==> config.mk <==
export PLATFORM = sky130hd
export DESIGN_NAME = cavlc_coeff_token_ctrl
export DESIGN_NICKNAME = d
export VERILOG_FILES = /design/src/rtl/cavlc_pkg.sv /design/src/rtl/cavlc_nc_calc.sv /design/src/rtl/cavlc_coeff_token_ctrl.sv
export SDC_FILE = /design/constraint.sdc
export NUM_CORES = 1
export LEC_CHECK = 0
export CORE_MARGIN = 2
export CORE_UTILIZATION = 58
export CTS_CLUSTER_SIZE = 24
export DETAILED_ROUTE_END_ITERATION = 10
export DONT_BUFFER_PORTS = 1
export PLACE_DENSITY = 0.76
export SLEW_MARGIN = 20
export SYNTH_ARGS = -nofsm -noshare
export SYNTH_HDL_FRONTEND = slang
export SYNTH_HIERARCHICAL = 1
export SYNTH_SLANG_ARGS = --single-unit
==> constraint.sdc <==
create_clock -name clk -period 4.3 [get_ports clk]
set_input_delay 0.43 -clock clk [delete_from_list [all_inputs] [get_ports clk]]
set_output_delay 0.43 -clock clk [all_outputs]
set_load 0.05 [all_outputs]
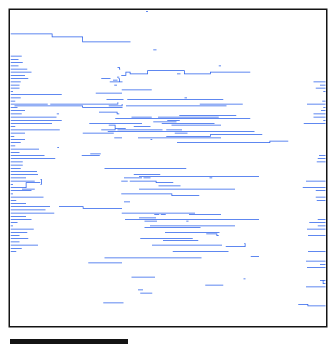
**Above:** met3 routing.
Bar = 50 microns.
The layer carries 2080 microns of wire. The layer holds 9.0% of the routed length. The longest straight run is 62.1 microns.
Vias: 6341
GRT met3 Usage: 9.26%
final wirelength: 23200 microns

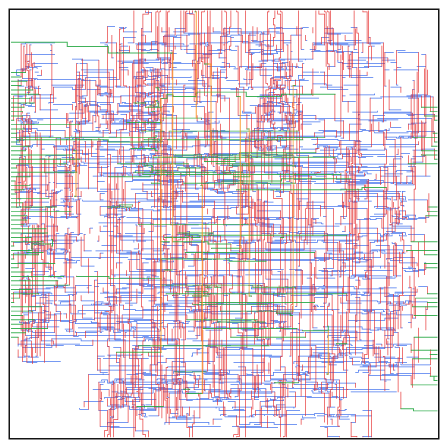
**Above:** signal wires by layer.
Key: metal 2 = red [wire length 11000 microns]; metal 1 = blue [wire length 9600 microns]; metal 3 = green [wire length 2080 microns]; metal 4 = orange [wire length 467 microns]
global-route usage over all layers: 27.1%
WL per Instance: 23.1 microns

==> results.py <==
# Generated from Yosys and OpenROAD reports
metrics = {
    "setup_path": {
        "startpoint_type": "flip-flop",
        "critPathMaxStageDelay_ns": 0.50,
        "critPathMaxFanout": 16,
        "regToRegSetupSlack_ns": 0.52,
        "slowest_stage": "mux4_2",
        "arrival_ns": 4.10,
        "r2r_cells": 14,
        "crit_required_ns": 4.62,
        "path_class": "reg2reg",
        "crit_path_end_kind": "flip-flop",
        "path_cells": "inv_1 -> ha_1 -> buf_4 -> mux4_2 -> mux4_2 -> mux2_2 -> nor2_2 -> fa_1 -> nor2b_1 -> nor3_1 -> nor4_1 -> nor3b_2 -> nand3_1 -> mux2_2",
    },
    "final_timing": {
        "setup_viol": 0,
        "fmax_mhz": 264,
        "finalHoldViolations": 197,
        "worst_pin_slew_ns": 1.09,
        "min_period_ns": 3.78,
        "fin_crit_sh_pct": 87.9,
        "holdWs_ns": -0.311,
        "final.setup_skew_ns": 0.00961,
        "rsz0062_at_grt": "no",
        "relSlewSlack_pct": 27.5,
        "slew_viol_final": 0,
        "tns_ns": 0,
    },
    "route": {
        "drtIter0Drc": 552,
        "postRouteAntennaNets": 0,
        "drt_first_pass_iters": 5,
        "via_per_inst": 6.33,
        "route.detailed.drc": 0,
    },
    "clock_tree": {
        "cts_tree": "yes",
        "clockRootBuffer": "clkbuf_16",
        "cts_max_level": 4,
        "postCtsSetupRepairBufs": 0,
        "cts.path.max_buffers": 2,
        "cts_buffers": 17,
        "insertion_delay_ns": 0.44,
        "path_clk_slew_ns": 0.07,
        "clkSinkCount": 197,
        "ctsResizeCount": 0,
    },
    "cells_and_area": {
        "finalNetCount": 864,
        "final_util_pct": 63.8,
        "antennaDiodeCount": 0,
        "syn_to_final_growth_pct": 7.56,
        "largest_reg_flops": 80,
        "drive_gt1_share_pct": 17.8,
        "postLayoutCellArea_sq_mm": 0.0106,
    },
    "global_routing": {
        "grt_antenna_before_repair": 1,
        "grt_pass1_wl_microns": 36900,
        "grt_max_degree": 198,
        "grt-ovfl-total": 0,
        "grt_pass1_vias": 6683,
    },
    "floorplan": {
        "row_count": 47,
        "die_h_microns": 134,
        "io-pin-count": 153,
        "fp_util_pct": 59.3,
        "core_area_sq_mm": 0.0166,
        "die_area_sq_mm": 0.0180,
        "die_w_microns": 134,
    },
    "run_status": {
        "status": "finished, violations left",
        "violations": "hold timing",
    },
    "yosys": {
        "postSynthAreaPerCell_sq_um": 12.5,
        "fp_nets": 884,
        "synth_cells": 789,
        "yosys_warnings": 6,
        "syn_area_sq_mm": 0.00983,
    },
    "power": {
        "irDropWorstVdd_mv": 0.550,
        "powerDensity_mw_per_mm2": 714,
        "power.leakage_nw": 4.96,
    },
    "job": {
        "cap_viol_max_count": 0,
        "warnings": 37,
    },
    "placement": {
        "portBuffers": 0,
        "dp_hpwl_microns": 16700,
        "place_area_sq_mm": 0.00997,
        "place.gp.congestion": 0.934,
    },
    "worst_hold_path": {
        "hold_class": "in2async",
    },
}
## layout by cell type, fill, tap and decap left out, types with 19 or more instances in the layout
cell type  instances
mux2_2            25
nand3_1           22
ha_1              19
o21ai_1           27
mux2_1           101
mux4_2            55
dfrtp_1          192
nor2_1            23
inv_1             31
nand2_1          139
## routing by layer
metal,GRT usage (%),wire length [microns],vias up
met1,36.2,9600,3268
met2,42.5,11000,265
met5,0,0,-
met3,9.26,2080,27
met4,8.01,466,0
li1,-,-,2781
## through the flow
stage	worst slack, ns	cells	hold slack, ns	power, W
2_1_floorplan	0.00102	789	0.134	0.00529
3_3_place_gp	0.638	970	0.140	0.00579
3_5_place_dp	0.545	970	0.141	0.00594
4_1_cts	0.516	1002	-0.327	0.00757
5_1_grt	0.272	1002	-0.333	0.00797
6_report	0.519	1002	-0.311	0.00755
## power by group
part,leakage [nW],total [W],switching [W],internal [W]
clock network,0.293,0.00163,0.000736,0.000892
logic,2.10,0.00266,0.00141,0.00126
registers,2.57,0.00326,0.000930,0.00233
## worst max-delay path: cells and delay by family (launching register included)
kind | cells | cell delay, ns
flip-flops | 1 | 0.43
adder cells (fa/ha/maj) | 2 | 0.64
multiplexers | 4 | 1.38
AND/OR/NAND/NOR | 6 | 0.84
buffers and inverters | 2 | 0.39
## layout make-up
class,count,area (sq um)
Fill cell,1210,6010
Sequential cell,197,4940
Multi-Input combinational cell,506,4520
Clock buffer,18,439
Tap cell,220,275
Clock inverter,14,166
Inverter,35,131
Timing Repair Buffer,12,103
Power and IR drop assume default switching activity.
